<file path="src/rtl/pixel_word_packer.sv">
// Packs a byte stream into BPP-byte pixels and PPW-pixel output words with a
// one-deep pending buffer behind the output register; frames may end on a partial word.
//
// state | meaning
// IDLE  | output register empty
// HOLD  | output register holds an unconsumed word
// STALL | output register full and a completed word is pending
module pixel_word_packer #(
   parameter int BPP          = 3,
   parameter int PPW          = 5,
   parameter int WORD_W       = 128,
   parameter int FRAME_PIXELS = 786432,
   parameter int FIRST_MSB    = 0
) (
   input  logic                                    clk,
   input  logic                                    cpu_resetn,
   input  logic [7:0]                              rx_data,
   input  logic                                    rx_ready,
   input  logic                                    frame_sync,
   output logic [WORD_W-1:0]                       word_data,
   output logic                                    word_valid,
   input  logic                                    word_ready,
   output logic                                    frame_done,
   output logic                                    overflow,
   output logic [$clog2(FRAME_PIXELS+1)-1:0]       pixel_count
);
   localparam int PIX_W  = BPP * 8;
   localparam int USED_W = PPW * PIX_W;
   localparam int CNT_W  = $clog2(FRAME_PIXELS + 1);
   localparam int SLOT_W = (PPW > 1) ? $clog2(PPW) : 1;
   localparam int BIDX_W = (BPP > 1) ? $clog2(BPP) : 1;

   generate
      if (USED_W > WORD_W) begin : g_bad_cfg
         $error("pixel_word_packer: PPW*BPP*8 exceeds WORD_W");
      end
   endgenerate

   typedef enum logic [1:0] {
      S_IDLE  = 2'd0,
      S_HOLD  = 2'd1,
      S_STALL = 2'd2
   } state_t;

   state_t              r_state;
   state_t              w_state_nxt;

   logic [BIDX_W-1:0]   r_byte_idx;
   logic [PIX_W-1:0]    r_pix_shift;
   logic [SLOT_W-1:0]   r_slot_idx;
   logic [USED_W-1:0]   r_asm;
   logic [CNT_W-1:0]    r_pix_cnt;
   logic [USED_W-1:0]   r_pend_word;
   logic                r_pend_last;
   logic [WORD_W-1:0]   r_word_data;
   logic                r_frame_done;
   logic                r_overflow;

   logic                w_consume;
   logic                w_accept;
   logic                w_drop;
   logic                w_pix_done;
   logic                w_last_pix;
   logic                w_word_done;
   logic                w_load_new;
   logic                w_load_pend;
   logic                w_to_pend;
   logic [PIX_W-1:0]    w_pix_val;
   logic [SLOT_W-1:0]   w_slot_pos;
   logic [USED_W-1:0]   w_asm_next;

   // A pending word blocks all byte intake; frame_sync swallows a coincident byte silently.
   assign w_consume   = (r_state != S_IDLE) && word_ready;
   assign w_accept    = rx_ready && !frame_sync && (r_state != S_STALL);
   assign w_drop      = rx_ready && !frame_sync && (r_state == S_STALL);
   assign w_pix_done  = w_accept && (r_byte_idx == BIDX_W'(BPP - 1));
   assign w_last_pix  = (r_pix_cnt == CNT_W'(FRAME_PIXELS - 1));
   assign w_word_done = w_pix_done && ((r_slot_idx == SLOT_W'(PPW - 1)) || w_last_pix);
   assign w_pix_val   = PIX_W'({r_pix_shift, rx_data});
   assign w_slot_pos  = (FIRST_MSB != 0) ? (SLOT_W'(PPW - 1) - r_slot_idx) : r_slot_idx;

   always_comb begin
      w_asm_next = r_asm;
      for (int s = 0; s < PPW; s++) begin
         if (w_slot_pos == SLOT_W'(s)) begin
            w_asm_next[s*PIX_W +: PIX_W] = w_pix_val;
         end
      end
   end

   always_ff @(posedge clk or negedge cpu_resetn) begin
      if (!cpu_resetn) begin
         r_state <= S_IDLE;
      end else begin
         r_state <= w_state_nxt;
      end
   end

   always_comb begin
      w_state_nxt = r_state;
      case (r_state)
         S_IDLE: begin
            if (w_word_done) w_state_nxt = S_HOLD;
         end
         S_HOLD: begin
            if (w_word_done && !w_consume)      w_state_nxt = S_STALL;
            else if (w_consume && !w_word_done) w_state_nxt = S_IDLE;
         end
         S_STALL: begin
            if (frame_sync)     w_state_nxt = w_consume ? S_IDLE : S_HOLD;
            else if (w_consume) w_state_nxt = S_HOLD;
         end
         default: w_state_nxt = S_IDLE;
      endcase
   end

   always_comb begin
      word_valid  = (r_state != S_IDLE);
      w_load_new  = 1'b0;
      w_load_pend = 1'b0;
      w_to_pend   = 1'b0;
      case (r_state)
         S_IDLE:  w_load_new  = w_word_done;
         S_HOLD: begin
            w_load_new = w_word_done && w_consume;
            w_to_pend  = w_word_done && !w_consume;
         end
         S_STALL: w_load_pend = w_consume && !frame_sync;
         default: ;
      endcase
   end

   always_ff @(posedge clk or negedge cpu_resetn) begin
      if (!cpu_resetn) begin
         r_byte_idx   <= '0;
         r_pix_shift  <= '0;
         r_slot_idx   <= '0;
         r_asm        <= '0;
         r_pix_cnt    <= '0;
         r_pend_word  <= '0;
         r_pend_last  <= 1'b0;
         r_word_data  <= '0;
         r_frame_done <= 1'b0;
         r_overflow   <= 1'b0;
      end else begin
         r_frame_done <= 1'b0;
         if (frame_sync) begin
            r_byte_idx  <= '0;
            r_slot_idx  <= '0;
            r_asm       <= '0;
            r_pix_cnt   <= '0;
            r_pend_word <= '0;
            r_pend_last <= 1'b0;
            r_overflow  <= 1'b0;
         end else begin
            if (w_drop) r_overflow <= 1'b1;
            if (w_accept) begin
               r_pix_shift <= w_pix_val;
               r_byte_idx  <= w_pix_done ? '0 : r_byte_idx + BIDX_W'(1);
            end
            if (w_pix_done) begin
               if (w_word_done) begin
                  r_asm      <= '0;
                  r_slot_idx <= '0;
               end else begin
                  r_asm      <= w_asm_next;
                  r_slot_idx <= r_slot_idx + SLOT_W'(1);
               end
               // A frame's last word parked as pending keeps the count at FRAME_PIXELS until loaded.
               r_pix_cnt <= (w_last_pix && w_load_new) ? '0 : r_pix_cnt + CNT_W'(1);
            end
            if (w_to_pend) begin
               r_pend_word <= w_asm_next;
               r_pend_last <= w_last_pix;
            end
            if (w_load_new) begin
               r_word_data  <= WORD_W'(w_asm_next);
               r_frame_done <= w_last_pix;
            end else if (w_load_pend) begin
               r_word_data  <= WORD_W'(r_pend_word);
               r_frame_done <= r_pend_last;
               r_pend_last  <= 1'b0;
               if (r_pend_last) r_pix_cnt <= '0;
            end
         end
      end
   end

   assign word_data   = r_word_data;
   assign frame_done  = r_frame_done;
   assign overflow    = r_overflow;
   assign pixel_count = r_pix_cnt;

endmodule
</file>
<file path="config.mk">
export PLATFORM = sky130hd
export DESIGN_NAME = pixel_word_packer
export DESIGN_NICKNAME = d
export VERILOG_FILES = /design/src/rtl/pixel_word_packer.sv
export SDC_FILE = /design/constraint.sdc
export NUM_CORES = 1
export LEC_CHECK = 0
export CAP_MARGIN = 20
export CORE_MARGIN = 2
export CORE_UTILIZATION = 52
export DETAILED_ROUTE_END_ITERATION = 8
export GPL_ROUTABILITY_DRIVEN = 0
export HOLD_SLACK_MARGIN = 0.1
export PLACE_DENSITY = 0.76
export SYNTH_ARGS = -nofsm -noshare
export SYNTH_HDL_FRONTEND = slang
export SYNTH_SLANG_ARGS = --single-unit
</file>
<file path="constraint.sdc">
create_clock -name clk -period 2.5 [get_ports clk]
set_clock_uncertainty 0.05 [all_clocks]
set_input_delay 0.375 -clock clk [delete_from_list [all_inputs] [get_ports clk]]
set_output_delay 0.375 -clock clk [all_outputs]
set_load 0.01 [all_outputs]
</file>
Figure 1. Metal layers overlaid (run 1).
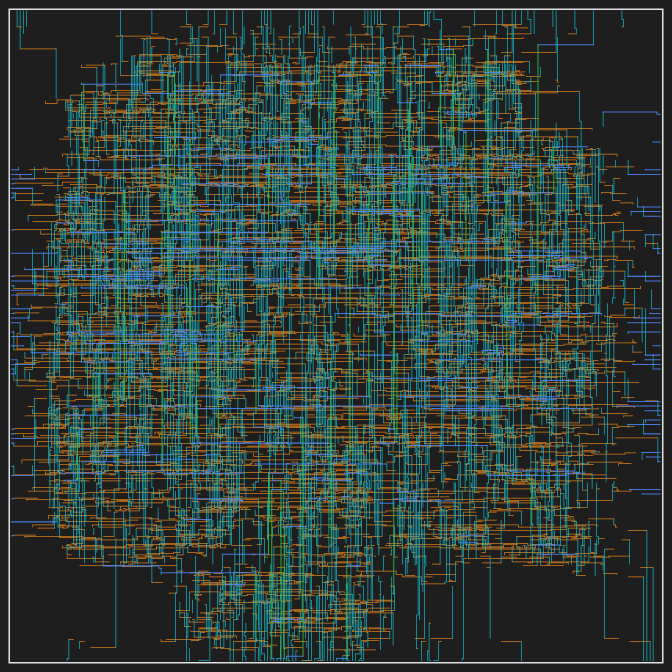
- cyan: M2 (wire length 24.8 mm)
- blue: M3 (wire length 3510 um)
- green: M4 (wire length 1810 um)
- orange: M1 (wire length 21.3 mm)
routed wire length: 51400 um
drt wl/cell: 22.4 um
detailed-route via count: 13900

Figure 2. Cells coloured by class (run 1).
Fill, decap, tap and diode cells in grey.
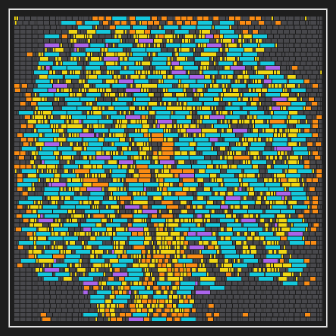
- yellow: remaining logic cells (cells 1116; share of their area 35%)
- cyan: sequential cells (cells 406; share of their area 47%)
- orange: remaining buffers and delay cells (cells 239; share of their area 12%)
- purple: clock drivers and dummy loads (cells 74; share of their area 6.0%)

Figure 3. Wires at chosen ports, followed through buffers (run 1).
Scale bar: 50 um.
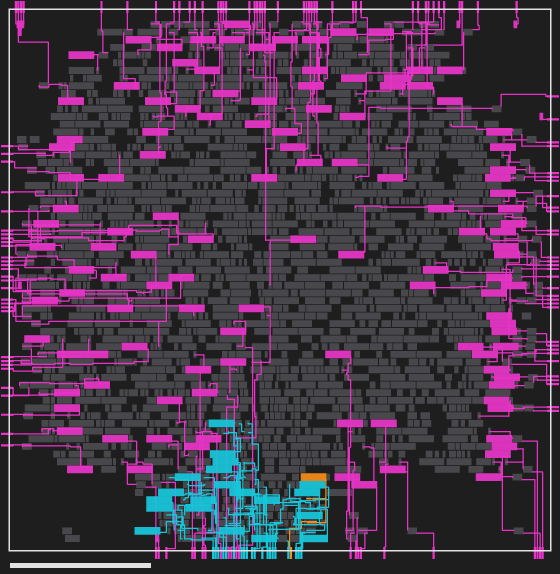
- magenta: `word_data` (bits 128; direction output; end cells 128; buffers 120; wire 5220 um)
- orange: `overflow` (bits 1; direction output; end cells 1; buffers 1; wire 48.8 um)
- cyan: `pixel_count` (bits 20; direction output; end cells 20; buffers 34; wire 903 um)
io pins: 164
Port Buffers: 155

Figure 4. Cell placement (run 1).
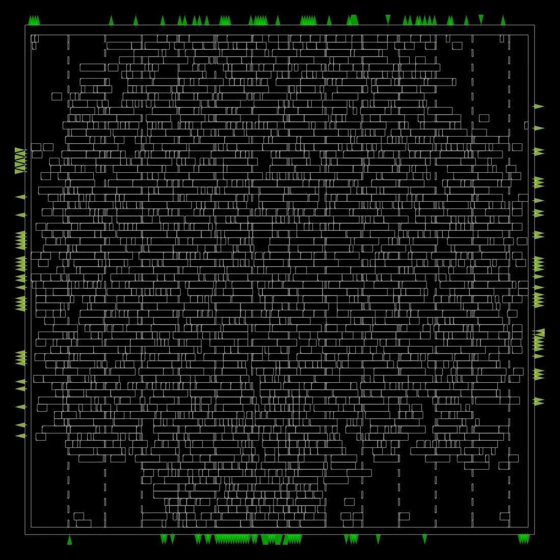
filler instances: 2611
Final Util: 64.9%
registers: 406
Tapcells: 455

==> impl_metrics.yaml, run 1 <==
# yosys + openroad results
final_timing:
  finalHoldViolCount: 0
  drv_slew: 0
  grt_setup_unrepaired: "yes"
  finalClockPeriodUsage_pct: 100
  tns_ps: 0
  hold_slack_ps: 298
power:
  ir_drop_v: 0.000376
clock_tree:
  cts_resized: 22
  clockBufferDepth: 3
  clk_pin_slew_worst_paths_ps: 60
  cts_setup_buffers: 3
  cts_buffers: 41
  clock_sinks: 406
  cts_root_buffer: "clkbuf_16"
  cts_tree: "yes"
  ctsHoldBuffers: 2
final_layout:
  drive_gt1_share_pct: 16.7
  inverters_excl_clock: 128
  seq-cell-share_pct: 45.4
  clk_share_pct: 5.83
  num_antenna_cells: 0
  comb.multi_input.count: 988
  logic_area_um2: 7230
  final_nets: 1825
placed_design:
  post-place-ws_ps: -213
  dpl.cell_count: 2202
  place_hpwl_um: 29800
setup_path:
  max_stage_delay_ps: 350
  worstPathCellList: "ha_2 > and4b_1 > nand3_2 > o21ai_4 > and2_4 > ha_4 > nor2b_1 > o22ai_1 > o211ai_1 > buf_4 > buf_12 > buf_16 > a221oi_4"
  critical_path.top_delay_family: "AND-OR/OR-AND gates"
  cp.buffers_inverters: 3
  crit_required_ps: 2900
  start_kind: "flop"
  cp-endpoint: "word_data[42]"
floorplan:
  fp_util_pct: 52.9
  rows: 68
  die_height_um: 191
  die_w_um: 191
logic_synthesis:
  ys_async_sr_fraction_pct: 100
  synth_seq_share_pct: 55.6
  synth-warning-count: 0
  synth_cells: 1654
  ff_type: "dfrtp_1"
  yosys-stat-area_um2: 18300
  topCellsByArea: "dfrtp_1 (56%), a221oi_2 (8.2%), mux2i_1 (6.6%)"
  ys_cells: 1654
grt:
  antenna_found_initial: 0
  grt_pass1_wl_um: 79400
  grt.busiest_layer: "met2"
  grt_max_degree: 100
  met2_usage_pct: 44.2
routing:
  dr_wl_met3_um: 3510
  via_per_inst: 6.09
  drtIter0Drc: 1255
  ant_nets: 0
  top_layer_used: "met4"
status:
  status: "complete, no violations"
min_path:
  min_path_type: "input port to asynchronous set/reset pin"
job:
  maxCapViolCount: 0
[run 1: cells by family after synthesis]
family                   Yosys count  share of synthesized area [%]
adder cells (fa/ha/maj)            8                          0.548
XOR/XNOR                          20                          0.959
AND-OR/OR-AND                    410                           18.0
flip-flops                       406                           55.6
AND/OR/NAND/NOR                  405                           10.5
buffers and inverters            267                           6.69
multiplexers                     137                           7.62
other                              1                         0.0205
[run 1: placed cells by master (no fill, tap or decap), types with 55 or more instances in the layout]
cell type / instances
dfrtp_1: 406
nand4_1: 71
clkdlybuf4s50_1: 153
mux2i_1: 121
nand2_1: 112
inv_1: 127
a21oi_1: 60
nor2_1: 147
a211oi_1: 55
a221oi_2: 109
o21ai_0: 159
[run 1: state kept, by name, summed over array words and instances (netlist names)]
| name | flops |
|---|---|
| frame_done | 1 |
| overflow | 1 |
| pixel_count | 20 |
| r_asm | 120 |
| r_byte_idx | 2 |
| r_pend_last | 1 |
| r_pend_word | 120 |
| r_pix_shift | 16 |
| r_slot_idx | 3 |
| r_state | 2 |
| word_data | 120 |
[run 1: cells in the mapped netlist, types with 2 or more instances]
library cell / count
mux2i_1: 121
buf_2: 40
o21ai_1: 7
buf_4: 23
mux2_2: 16
nand2_1: 113
nor2b_1: 3
nand2b_1: 3
buf_1: 12
o211ai_1: 2
and4_1: 3
ha_1: 8
a21oi_1: 60
a221oi_1: 20
o21ai_0: 159
a211oi_1: 55
nor2_1: 148
inv_1: 127
a32o_1: 2
and3_1: 6
dfrtp_1: 406
xor2_1: 15
xnor2_1: 5
a221oi_2: 100
nor3_1: 3
buf_6: 11
nor3_2: 2
nand3_1: 13
nand4_1: 71
and2_1: 29
clkbuf_1: 52
[run 1: power by group]
part	switching (mW)	internal, mW
combinational	0.382	0.156
sequential	0.253	6.63
clock	2.57	3.43
total	3.20	10.2
==> run 1 -> run 2 <==
Settings changed: CORE_UTILIZATION 52 to 30, CTS_BUF_LIST from default to sky130_fd_sc_hd__clkbuf_8, PLACE_DENSITY 0.76 to default.
Figure 5. Cells by drive strength (run 2).
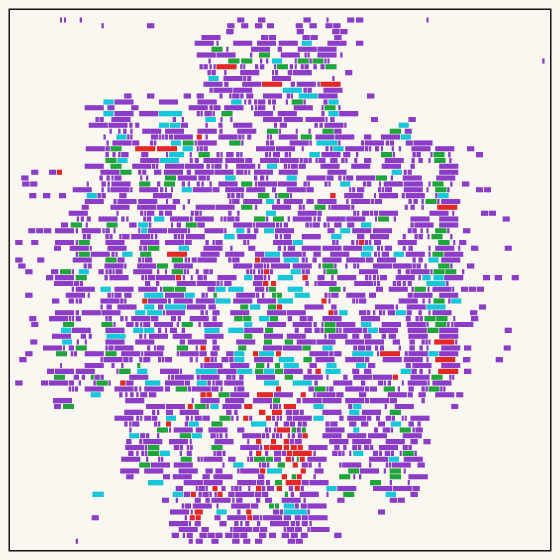
- red: x3 and x4 (cells 77; share 4.1%; most used buf_4)
- cyan: x6 and larger (cells 135; share 7.1%; most used clkbuf_8)
- purple: x1 and smaller (cells 1539; share 81%; most used dfrtp_1)
- green: x2 (cells 144; share 7.6%; most used a221oi_2)
post-route worst setup slack: -80.2 ps
count of non-CTS buffers in the layout: 252
Final Instance Area: 23100 um^2

==> impl_metrics.yaml, run 2 <==
# yosys + openroad results
logic_synthesis:
  yosys-stat-area_um2: 18300
  ff_type: "dfrtp_1"
  ys_async_sr_fraction_pct: 100
  topCellsByArea: "dfrtp_1 (56%), a221oi_2 (8.2%), mux2i_1 (6.6%)"
  yosysMostFrequentCell: "dfrtp_1"
  synth_seq_share_pct: 55.6
  synth_cells: 1654
  synth-warning-count: 0
final_timing:
  fin_crit_ps: 2580
  drv_slew: 0
  finalClockPeriodUsage_pct: 103
  setup_viol: 63
  grt_setup_unrepaired: "yes"
  hold_slack_ps: 152
  worst_slack_ps: -80.2
  finalHoldViolCount: 0
final_layout:
  utilization_pct: 38.3
  logic_area_um2: 7240
  final_nets: 1866
  inverters_excl_clock: 128
  drive_gt1_share_pct: 18.8
  num_antenna_cells: 1
  fill_cells: 5737
  clk_share_pct: 6.10
  layout_top_cells: "dfrtp_1 (406), o21ai_0 (159), clkdlybuf4s50_1 (153)"
  final_common_cell: "dfrtp_1"
job:
  maxCapViolCount: 0
placed_design:
  io_buffers: 155
floorplan:
  fp_util_pct: 30.3
  tap_cells: 782
  rows: 90
  die_height_um: 251
  die_w_um: 251
setup_path:
  worstPathCellList: "ha_2 > and4b_1 > nand3_2 > o21ai_4 > and2_4 > ha_4 > nor2b_1 > o22ai_1 > o211ai_1 > buf_4 > clkbuf_16 > buf_16 > a221oi_4"
  max_stage_delay_ps: 350
  crit_slowest_cell: "dfrtp_1"
  cp.buffers_inverters: 3
  start_kind: "flop"
  crit_required_ps: 2970
  critical_path.top_delay_family: "AND-OR/OR-AND gates"
clock_tree:
  cts_buffers: 69
  clockBufferDepth: 3
  clk_pin_slew_worst_paths_ps: 60
  clock_sinks: 406
  cts_root_buffer: "clkbuf_8"
power:
  ir_drop_v: 0.000273
grt:
  antenna_found_initial: 2
status:
  status: "complete, but fails checks"
  violations: "setup timing"
routing:
  vias: 13700
  ant_nets: 0
  drtIter0Drc: 960
  via_per_inst: 5.12
min_path:
  min_path_type: "input port to asynchronous set/reset pin"
run 2: cell counts after synthesis:
Identical to the previous run, type by type.
run 2: timing repair:
action,in CTS,in global routing
pin swaps,0,17
gates resized,2,44
hold endpoints to repair,408,0
hold buffers,2,0
buffers inserted,0,7
setup endpoints to repair,53,169
cloned,0,11
run 2: metrics by stage:
step	instances	setup slack, ps	cell area [um^2]
finish	2678	-80.2	23100
CTS	2659	-50.5	22500
global route	2678	-204	23100
detailed placement	2536	-174	21100
floorplan	1661	-29.1	18400
global placement	2536	-127	21100
run 2: power by group:
| group | switching [mW] | internal (mW) | total [mW] |
|---|---|---|---|
| clock network | 2.74 | 3.36 | 6.10 |
| registers | 0.265 | 6.63 | 6.89 |
| logic | 0.387 | 0.158 | 0.545 |
run 2: per-layer routing:
| metal | wire [um] | global-route usage (%) |
|---|---|---|
| met5 | 11 | 0 |
| met4 | 1740 | 6.62 |
| met3 | 3080 | 3.21 |
| met2 | 26700 | 27.5 |
| met1 | 25100 | 24.0 |
run 2: how the worst max path moves through the flow:
stage | startpoint | end
5_1_grt | pixel_count[0] | word_data[51]
4_1_cts | pixel_count[1] | word_data[10]
3_5_place_dp | rx_ready | word_data[16]
3_3_place_gp | rx_ready | word_data[11]
6_report | pixel_count[0] | word_data[51]
2_1_floorplan | pixel_count[0] | word_data[76]
run 2: cells by family after synthesis:
kind of cell,synth area share [%]
AND-OR/OR-AND,18.0
XOR/XNOR,0.959
adder cells (fa/ha/maj),0.548
buffers and inverters,6.69
flip-flops,55.6
multiplexers,7.62
other,0.0205
AND/OR/NAND/NOR,10.5
==> run 2 -> run 3 <==
Settings changed: CTS_CLUSTER_SIZE from default to 10.
Figure 6. Wires at chosen ports, followed through buffers (run 3).
Scale bar: 100 um.
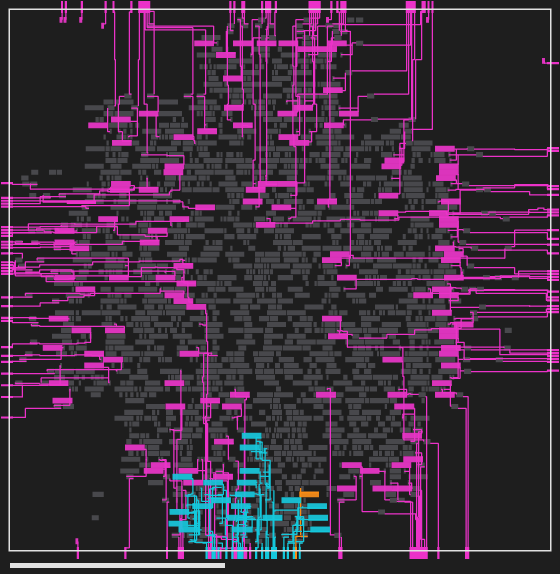
- cyan: `pixel_count` (bits 20; direction output; end cells 20; buffers 32; wire 927 um)
- orange: `overflow` (bits 1; direction output; end cells 1; buffers 1; wire 41.5 um)
- magenta: `word_data` (bits 128; direction output; end cells 128; buffers 120; wire 8130 um)

==> impl_metrics.yaml, run 3 <==
# yosys + openroad results
status:
  status: "complete, but fails checks"
  violations: "setup timing"
floorplan:
  die_height_um: 251
  die_w_um: 251
  ios: 164
  fp_util_pct: 30.3
  rows: 90
  core_um2: 60200
power:
  switchingPower_mw: 3.39
  power_top_consumer: "registers"
  pg_comb_mw: 0.545
  ir_drop_v: 0.000273
  combPwrFrac_pct: 4.0
  power.internal_mw: 10.2
  power_frac_seq_pct: 50.9
  netSwitchingFraction_pct: 25.0
  clockPowerShare_pct: 45.1
  pg_seq_mw: 6.89
  powerClk_mw: 6.10
final_layout:
  final_nets: 1866
  stdcell_area_um2: 23100
  layout_top_cells: "dfrtp_1 (406), o21ai_0 (159), clkdlybuf4s50_1 (153)"
  fin_cells: 2678
  drive_gt1_share_pct: 18.8
  final_common_cell: "dfrtp_1"
grt:
  antenna_found_initial: 2
  grt_pass1_wl_um: 85700
  grt_max_degree: 118
  grt_pass1_vias: 13900
logic_synthesis:
  synth.distinct_cells: 50
  synth-warning-count: 0
  syn_area_per_cell_um2: 11.0
  synth_seq_share_pct: 55.6
  ys_cells: 1654
  ys_async_sr_fraction_pct: 100
  synth_cells: 1654
  yosysMostFrequentCell: "dfrtp_1"
  yosys-stat-area_um2: 18300
  ff_type: "dfrtp_1"
  topCellsByArea: "dfrtp_1 (56%), a221oi_2 (8.2%), mux2i_1 (6.6%)"
  top_cells_by_count: "dfrtp_1 (406), o21ai_0 (159), nor2_1 (148)"
routing:
  routedWlPerCell_um: 21.1
  vias: 13700
  ant_nets: 0
  drt-total-wl_um: 56600
  dr.pass1.iters: 5
  via_per_inst: 5.12
  drtIter0Drc: 960
setup_path:
  critical_path.top_delay_family: "AND-OR/OR-AND gates"
  crit_slowest_cell: "dfrtp_1"
  start_kind: "flop"
  max_stage_delay_ps: 350
  worstPathCellList: "ha_2 > and4b_1 > nand3_2 > o21ai_4 > and2_4 > ha_4 > nor2b_1 > o22ai_1 > o211ai_1 > buf_4 > clkbuf_16 > buf_16 > a221oi_4"
  crit_required_ps: 2970
  cp.buffers_inverters: 3
final_timing:
  finalHoldViolCount: 0
  tns_ps: -2330
  fin_crit_ps: 2580
  worst_slack_ps: -80.2
  grt_setup_unrepaired: "yes"
  drv_slew: 0
  finalClockPeriodUsage_pct: 103
  hold_slack_ps: 152
  setup_viol: 63
min_path:
  min_path_type: "input port to asynchronous set/reset pin"
placed_design:
  dpl.cell_count: 2536
  io_buffers: 155
  place_hpwl_um: 34500
  post-place-ws_ps: -174
  dpl_cell_area_um2: 21100
clock_tree:
  cts_tree: "yes"
  clockBufferDepth: 3
  clk_pin_slew_worst_paths_ps: 60
  cts_root_buffer: "clkbuf_8"
  cts_buffers: 69
  clock_sinks: 406
job:
  warnings: 36
  maxCapViolCount: 0
[run 3: cell counts after synthesis]
Identical to the previous run, type by type.
[run 3: layout make-up]
cell class,count,area (um^2)
multi-input combinational,988,7240
clock buffer,88,1210
clock inverter,33,198
fill,5737,37200
tap,782,978
sequential,406,10200
antenna,1,2.50
timing repair buffer,252,2810
inverter,128,480
[run 3: cell families after synthesis]
logic type | share of synthesized area (%)
XOR/XNOR | 0.959
AND/OR/NAND/NOR | 10.5
other | 0.0205
buffers and inverters | 6.69
adder cells (fa/ha/maj) | 0.548
AND-OR/OR-AND | 18.0
flip-flops | 55.6
multiplexers | 7.62
[run 3: what timing repair did]
action                                  CTS  global route
endpoints found under the setup margin   53           169
cloned                                    0            11
endpoints found under the hold margin   408             0
pin swaps                                 0            17
hold buffers                              2             0
setup buffers                             0             7
resized                                   2            44
[run 3: layer usage]
| metal | track usage [%] | part of all wire [%] | up-vias |
|---|---|---|---|
| met5 | 0 | 0.019 | - |
| li1 | - | - | 6223 |
| met2 | 27.5 | 47 | 421 |
| met3 | 3.21 | 5.4 | 94 |
| met4 | 6.62 | 3.1 | 2 |
| met1 | 24.0 | 44 | 6970 |
[run 3: worst max path at each step]
stage | cells after the start | end | slack, ps | startpoint
final | 13 | word_data[51] | -80 | pixel_count[0]
after global routing | 13 | word_data[51] | -200 | pixel_count[0]
after CTS | 12 | word_data[10] | -50 | pixel_count[1]
after detailed placement | 11 | word_data[16] | -170 | rx_ready
after global placement | 11 | word_data[11] | -130 | rx_ready
after floorplan | 13 | word_data[76] | -30 | pixel_count[0]
[run 3: stage by stage]
step	total power, mW	utilization [%]
finish	13.5	38.3
global route	14.1	38.3
CTS	13.7	37.3
detailed placement	7.55	35.0
global placement	7.53	35.0
floorplan	7.06	-
Power and IR drop assume default switching activity.
